==> config.mk <==
export PLATFORM = sky130hd
export DESIGN_NAME = conv1_sched_flat
export DESIGN_NICKNAME = d
export VERILOG_FILES = /design/src/rtl/conv1_sched_if.sv /design/src/rtl/conv1_sched.sv /design/src/flat_wrapper.sv
export SDC_FILE = /design/constraint.sdc
export NUM_CORES = 1
export LEC_CHECK = 0
export CAP_MARGIN = 20
export CORE_UTILIZATION = 50
export CTS_CLUSTER_DIAMETER = 100
export CTS_CLUSTER_SIZE = 30
export DETAILED_ROUTE_END_ITERATION = 12
export PLACE_DENSITY = 0.73
export RECOVER_POWER = 50
export REMOVE_ABC_BUFFERS = 1
export SYNTH_ARGS = -nofsm -noshare
export SYNTH_HDL_FRONTEND = slang
export SYNTH_SLANG_ARGS = --single-unit
==> constraint.sdc <==
create_clock -name clk -period 3.5 [get_ports clk]
set_clock_uncertainty 0.1 [all_clocks]
set_input_delay 0.35 -clock clk [delete_from_list [all_inputs] [get_ports clk]]
set_output_delay 0.35 -clock clk [all_outputs]
set_load 0.05 [all_outputs]
==> src/rtl/conv1_sched_if.sv <==
// Handshake and tap bus between the conv1 scheduler and its neighbours
// (line-buffer control, weight ROM, MAC array, output buffer).
interface conv1_sched_if #(
   parameter int IMG_W = 28,
   parameter int IMG_H = 28,
   parameter int K     = 5
);
   localparam int TAPS = K * K;
   localparam int RW   = $clog2(IMG_H);
   localparam int CW   = $clog2(IMG_W);
   localparam int TW   = $clog2(TAPS);

   logic          frame_start;
   logic          in_ready;
   logic          kernel_start;
   logic          mac_en;
   logic          mac_clear;
   logic [TW-1:0] tap_idx;
   logic [RW-1:0] pix_row;
   logic [CW-1:0] pix_col;
   logic          out_valid;
   logic          out_ready;
   logic [RW-1:0] out_row;
   logic [CW-1:0] out_col;
   logic          busy;
   logic          done;

   // scheduler side
   modport master (
      input  frame_start, in_ready, out_ready,
      output kernel_start, mac_en, mac_clear, tap_idx, pix_row, pix_col,
             out_valid, out_row, out_col, busy, done
   );

   // environment side
   modport slave (
      output frame_start, in_ready, out_ready,
      input  kernel_start, mac_en, mac_clear, tap_idx, pix_row, pix_col,
             out_valid, out_row, out_col, busy, done
   );
endinterface

==> src/rtl/conv1_sched.sv <==
// Frame-level sequencer for the first convolution layer: walks every valid
// K x K window, sequences weight-ROM start, MAC taps and result handoff.
module conv1_sched #(
   parameter int IMG_W   = 28,
   parameter int IMG_H   = 28,
   parameter int K       = 5,
   parameter int WLAT    = 2,
   parameter int MAC_LAT = 2
) (
   input logic           clk,
   input logic           n_reset,
   conv1_sched_if.master bus
);
   localparam int TAPS    = K * K;
   localparam int OUT_W   = IMG_W - K + 1;
   localparam int OUT_H   = IMG_H - K + 1;
   localparam int RW      = $clog2(IMG_H);
   localparam int CW      = $clog2(IMG_W);
   localparam int TW      = $clog2(TAPS);
   localparam int KW      = $clog2(K + 1);
   localparam int RUN_LEN = WLAT + TAPS;
   localparam int CMAX    = (RUN_LEN > MAC_LAT) ? RUN_LEN : MAC_LAT;
   localparam int NW      = $clog2(CMAX + 1);

   typedef enum logic [2:0] {
      S_IDLE, S_WAIT, S_RUN, S_DRAIN, S_WRITE, S_DONE
   } state_t;

   state_t        state, nxt;
   logic [RW-1:0] win_row;
   logic [CW-1:0] win_col;
   logic [NW-1:0] cnt;
   logic [TW-1:0] tap;
   logic [KW-1:0] trow, tcol;

   logic tap_phase, run_last, drain_last, last_col, last_row;

   assign tap_phase  = (state == S_RUN) && (cnt >= NW'(WLAT));
   assign run_last   = (cnt == NW'(RUN_LEN - 1));
   assign drain_last = (cnt == NW'(MAC_LAT - 1));
   assign last_col   = (win_col == CW'(OUT_W - 1));
   assign last_row   = (win_row == RW'(OUT_H - 1));

   // state register
   always_ff @(posedge clk) begin
      if (!n_reset) state <= S_IDLE;
      else          state <= nxt;
   end

   // next-state decode
   always_comb begin
      nxt = state;
      case (state)
         S_IDLE:  if (bus.frame_start) nxt = S_WAIT;
         S_WAIT:  if (bus.in_ready)    nxt = S_RUN;
         S_RUN:   if (run_last)        nxt = S_DRAIN;
         S_DRAIN: if (drain_last)      nxt = S_WRITE;
         S_WRITE: if (bus.out_ready)   nxt = (last_row && last_col) ? S_DONE : S_WAIT;
         S_DONE:  nxt = S_IDLE;
         default: nxt = S_IDLE;
      endcase
   end

   // window position, phase cycle counter and tap row/col sub-counters
   always_ff @(posedge clk) begin
      if (!n_reset) begin
         win_row <= '0;
         win_col <= '0;
         cnt     <= '0;
         tap     <= '0;
         trow    <= '0;
         tcol    <= '0;
      end else begin
         case (state)
            S_IDLE: begin
               win_row <= '0;
               win_col <= '0;
               cnt     <= '0;
            end
            S_WAIT: begin
               cnt  <= '0;
               tap  <= '0;
               trow <= '0;
               tcol <= '0;
            end
            S_RUN: begin
               cnt <= run_last ? '0 : cnt + 1'b1;
               if (tap_phase) begin
                  tap <= tap + 1'b1;
                  if (tcol == KW'(K - 1)) begin
                     tcol <= '0;
                     trow <= trow + 1'b1;
                  end else begin
                     tcol <= tcol + 1'b1;
                  end
               end
            end
            S_DRAIN: cnt <= drain_last ? '0 : cnt + 1'b1;
            S_WRITE: begin
               if (bus.out_ready) begin
                  if (last_col) begin
                     win_col <= '0;
                     win_row <= last_row ? '0 : win_row + 1'b1;
                  end else begin
                     win_col <= win_col + 1'b1;
                  end
               end
            end
            default: ;
         endcase
      end
   end

   // Moore outputs; tap bus is zero outside the accumulate phase
   always_comb begin
      bus.kernel_start = 1'b0;
      bus.mac_en       = 1'b0;
      bus.mac_clear    = 1'b0;
      bus.tap_idx      = '0;
      bus.pix_row      = '0;
      bus.pix_col      = '0;
      bus.out_valid    = 1'b0;
      bus.out_row      = '0;
      bus.out_col      = '0;
      bus.done         = 1'b0;
      bus.busy         = (state != S_IDLE);
      case (state)
         S_RUN: begin
            bus.kernel_start = 1'b1;
            if (tap_phase) begin
               bus.mac_en    = 1'b1;
               bus.mac_clear = (cnt == NW'(WLAT));
               bus.tap_idx   = tap;
               bus.pix_row   = win_row + RW'(trow);
               bus.pix_col   = win_col + CW'(tcol);
            end
         end
         S_WRITE: begin
            bus.out_valid = 1'b1;
            bus.out_row   = win_row;
            bus.out_col   = win_col;
         end
         S_DONE: bus.done = 1'b1;
         default: ;
      endcase
   end
endmodule

==> src/flat_wrapper.sv <==
// flat-port wrapper written by rule: the top's interface ports become plain ports
module conv1_sched_flat 
#(
   parameter int IMG_W   = 28,
   parameter int IMG_H   = 28,
   parameter int K       = 5,
   parameter int WLAT    = 2,
   parameter int MAC_LAT = 2
)
  (clk, n_reset, bus_frame_start, bus_in_ready, bus_out_ready, bus_kernel_start, bus_mac_en, bus_mac_clear, bus_tap_idx, bus_pix_row, bus_pix_col, bus_out_valid, bus_out_row, bus_out_col, bus_busy, bus_done);
  conv1_sched_if #(.IMG_W(IMG_W), .IMG_H(IMG_H), .K(K)) bus_i ();
  input logic clk;
  input logic n_reset;
  input wire logic [$bits(bus_i.frame_start)-1:0] bus_frame_start;
  input wire logic [$bits(bus_i.in_ready)-1:0] bus_in_ready;
  input wire logic [$bits(bus_i.out_ready)-1:0] bus_out_ready;
  output wire logic [$bits(bus_i.kernel_start)-1:0] bus_kernel_start;
  output wire logic [$bits(bus_i.mac_en)-1:0] bus_mac_en;
  output wire logic [$bits(bus_i.mac_clear)-1:0] bus_mac_clear;
  output wire logic [$bits(bus_i.tap_idx)-1:0] bus_tap_idx;
  output wire logic [$bits(bus_i.pix_row)-1:0] bus_pix_row;
  output wire logic [$bits(bus_i.pix_col)-1:0] bus_pix_col;
  output wire logic [$bits(bus_i.out_valid)-1:0] bus_out_valid;
  output wire logic [$bits(bus_i.out_row)-1:0] bus_out_row;
  output wire logic [$bits(bus_i.out_col)-1:0] bus_out_col;
  output wire logic [$bits(bus_i.busy)-1:0] bus_busy;
  output wire logic [$bits(bus_i.done)-1:0] bus_done;
  assign bus_i.frame_start = bus_frame_start;
  assign bus_i.in_ready = bus_in_ready;
  assign bus_i.out_ready = bus_out_ready;
  assign bus_kernel_start = bus_i.kernel_start;
  assign bus_mac_en = bus_i.mac_en;
  assign bus_mac_clear = bus_i.mac_clear;
  assign bus_tap_idx = bus_i.tap_idx;
  assign bus_pix_row = bus_i.pix_row;
  assign bus_pix_col = bus_i.pix_col;
  assign bus_out_valid = bus_i.out_valid;
  assign bus_out_row = bus_i.out_row;
  assign bus_out_col = bus_i.out_col;
  assign bus_busy = bus_i.busy;
  assign bus_done = bus_i.done;
  conv1_sched #(.IMG_W(IMG_W), .IMG_H(IMG_H), .K(K), .WLAT(WLAT), .MAC_LAT(MAC_LAT)) u_core (.clk(clk), .n_reset(n_reset), .bus(bus_i));
endmodule
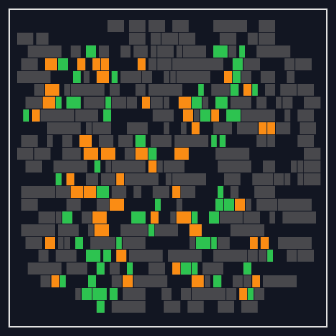
(gate-type map)
[nand cells] green | cells: 56
[aoi and oai cells] orange | cells: 46 | where: widely spread

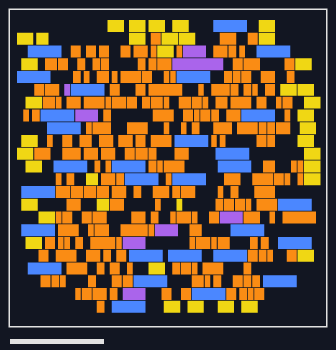
(placed cells, one colour a class)
Bar = 20 um.
[sequential cells] blue | cells: 29 | share of their area: 23%
[combinational and other logic] orange | cells: 216 | share of their area: 57%
[clock drivers and dummy loads] purple | cells: 8 | share of their area: 4.6%
[remaining buffers and delay cells] yellow | cells: 39 | share of their area: 15%

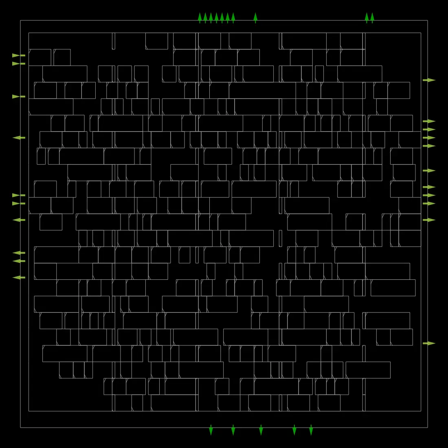
(placement view)
Final Util: 0.6327
core area: 4058 um^2
Seq cells: 29
number of cell rows: 23
tap cell count: 50

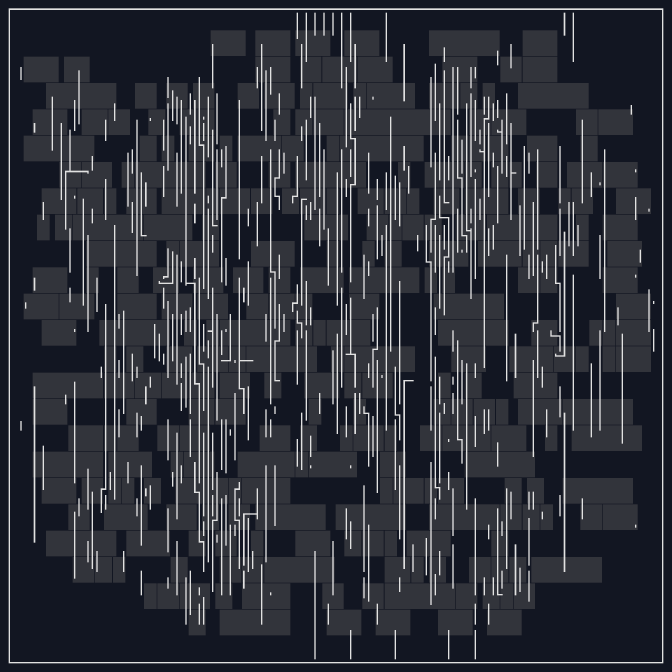
(metal 2)
Cells faint in the background.
wire length on this layer: 2130 um
share of all routed wire: 44%
main direction: vertical
longest straight run: 28.2 um
nets with wire on the layer: 245

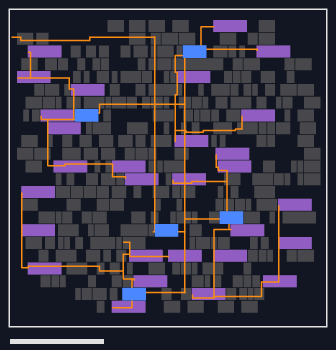
(clock network drawn from the DEF)
Bar = 20 um.
[clock drivers] blue | count: 5
[flip-flops] purple | count: 29
[clock wires] orange | length: 472 um
flops lie: widely spread

==> out/summary.txt <==
Area of combinational cells with multiple inputs -> 1373 um^2
Clock slew seen by the registers of the worst setup and hold paths -> 0.07 ns
Outcome -> finished, final reports clean
Reported leakage power -> 0.9436 nW
Most common cell in the synthesized netlist -> dfxtp_1
Ratio of total power to cell area -> 467.9 nW/um^2
Comb power frac -> 0.386
Cts bufs inserted -> 5
Overall global routing resource usage -> 0.2395
Top fanout value on the critical path -> 6
Worst setup slack for register-to-register paths -> 1.16 ns
Tally of buffers added on design ports -> 35
Number of inserted filler cells in the final layout -> 379
Synth area leaders -> dfxtp_1 (27%), ha_1 (8.8%), and2_1 (5.6%), nand2_1 (3.7%), nand3_1 (3.3%)
Average cell area after synthesis -> 8.241 um^2
Max Cap Violations -> 0
P&R area growth vs syn -> 20.28%
Yosys synthesis warning count -> 0
FFs w/ async S/R, synth -> 0
Unrepaired setup endpoints after global routing -> no
Total gr overflow -> 0
Top cell area share -> 0.2720
Number of setup buffers added after CTS -> 0
Diodes inserted -> 0
Number of nets with antenna violations after detailed routing -> 0
Overall via count from detail_route -> 1960
TritonCTS clock tree -> done
Timing startpoint of the critical path -> u_core.win_row[0]
Total number of warnings across the stage logs -> 28
Slew HR -> 0.1302
Area reported by Yosys stat -> 2135 um^2
Synthesized flop and latch total -> 29
Endpoints failing hold -> 0
Global-route wire length before repair -> 8.017 mm
Critical-path top delay cell -> clkdlybuf4s50_1
Die Height -> 67.34 um
Worst path arrival time -> 2.75 ns
Chip width -> 67.34 um
Total cell area at the placement stage -> 2496 um^2
Post-Synthesis Cell Area -> 2135 um^2
Post-layout net count -> 313
Clock share of power -> 0.304
Wire length per cell -> 14.08 um
Critical path required time -> 3.05 ns
CTS H-Tree Depth -> 2
Number of standard cells reported by yosys -> 259
Startpoint of the tightest hold check path -> u_core.trow[0]
Crit Reg-Reg Startpoint -> u_core.state[2]
Post-route cell area -> 2567 um^2
Root buffer cell -> clkbuf_8
Maximum root-to-sink buffer count -> 2
Register share after synthesis -> 0.2720
Top cell type by total area after synthesis -> dfxtp_1
Class of the most critical hold timing path -> flip-flop to flip-flop
Pre-placement core utilization -> 0.5261
Synth top cells by count -> dfxtp_1 (29), nand2_1 (21), and2_1 (19)
Via/cell ratio -> 5.731
Pin count of the biggest net entering global routing -> 31
Half-perimeter wire length after detailed placement -> 3.416 mm
I/O pin count -> 36
Final wirelength -> 4.817 mm
Endpoint type of the worst setup path -> primary output
Vias in the first global route -> 1738
Setup violation total in the final timing report -> 0
Number of cells produced by synthesis -> 259
Slew @ Worst Pin -> 1.296 ns
Internal power component -> 0.0007411 W
Most used flip-flop cell -> dfxtp_1
Worst setup SP type -> flip-flop
List of cells traversed by the critical path -> ha_1 -> inv_1 -> fa_1 -> nor2b_1 -> o21ai_0 -> xor2_1 -> nor2_1 -> clkdlybuf4s50_1
IR Drop Worst-Case VDD -> 0.3782 mV
Maximum frequency from static timing analysis -> 312.8 MHz
Final slew viol count -> 0
Maximum cell stage delay along the critical path -> 0.81 ns
==> worst max-delay path, delay by kind of cell, from the launching register on <==
| family | cells | cell delay, ns |
|---|---|---|
| buffers and inverters | 2 | 0.87 |
| XOR/XNOR | 1 | 0.16 |
| flip-flops | 1 | 0.42 |
| AND-OR/OR-AND | 1 | 0.11 |
| AND/OR/NAND/NOR | 2 | 0.26 |
| adder cells (fa/ha/maj) | 2 | 0.65 |
==> registers in the layout, indices dropped and copies added (netlist names) <==
name	flops
u_core.tap	5
u_core.tcol	3
u_core.win_row	5
u_core.state	3
u_core.win_col	5
u_core.trow	3
u_core.cnt	5
==> per-layer routing <==
layer,vias to the layer above,share of wire,global-route usage
met1,918,0.49,0.3121
met5,-,0,0
li1,991,-,-
met4,0,0.019,0.1197
met2,44,0.44,0.3688
met3,7,0.046,0.05405
==> per-stage QoR <==
stage | setup WS [ns] | total power [W] | instances
after CTS | 0.2816 | 0.001240 | 342
after global routing | 0.1403 | 0.001268 | 342
after detailed placement | 0.5882 | 0.0008706 | 334
after floorplan | 0.6596 | 0.0007241 | 245
final | 0.3032 | 0.001201 | 342
after global placement | 0.6921 | 0.0008737 | 334
==> cells in the final DEF (no fill, tap or decap), types with 3 or more instances in the layout <==
| cell | count |
|---|---|
| a21oi_1 | 10 |
| and2_1 | 16 |
| nand2b_1 | 4 |
| clkbuf_8 | 6 |
| nor2_1 | 18 |
| a21o_1 | 3 |
| buf_4 | 3 |
| dfxtp_1 | 29 |
| xor2_1 | 4 |
| nor2b_1 | 7 |
| a2bb2oi_1 | 4 |
| or3_1 | 3 |
| nand3_1 | 14 |
| clkdlybuf4s50_1 | 33 |
| ha_1 | 15 |
| and2_0 | 3 |
| nand2_1 | 22 |
| nand4_1 | 6 |
| nor3_1 | 6 |
| a31oi_1 | 3 |
| nand4b_1 | 7 |
| inv_1 | 12 |
| a21boi_0 | 5 |
| mux2i_1 | 3 |
| o21ai_0 | 13 |
==> power groups by stage <==
stage | logic, W | clock network, W | registers [W]
after floorplan | 0.000322 | 0 | 0.000402
after global placement | 0.000495 | 0 | 0.000378
after detailed placement | 0.000491 | 0 | 0.000379
after CTS | 0.000495 | 0.000373 | 0.000372
after global routing | 0.000509 | 0.000385 | 0.000373
final | 0.000464 | 0.000366 | 0.000371
==> kinds of logic after synthesis <==
logic type,share of synthesized area
and+or+nand+nor,0.3171
DFF,0.2720
xor gates and xnor gates,0.02051
buffers and inverters,0.07092
muxes,0.02462
AOI/OAI and AO/OA,0.1882
adders and majority gates,0.1067
==> cell type report <==
cell class | count | area share
clock buffer | 7 | 0.03363
clock inverter | 1 | 0.01170
sequential | 29 | 0.2261
inverter | 15 | 0.02290
tap | 50 | 0.02437
timing repair buffer | 39 | 0.1467
multi-input combinational | 201 | 0.5346
==> path summary, 6_finish.rpt <==
check / endpoint / depth (start not counted)
min: u_core.trow[0] / 1
min reg2reg: u_core.trow[0] / 1
max: bus_pix_row[4] / 8
max reg2reg: u_core.state[1] / 5
Power and IR drop assume default switching activity.
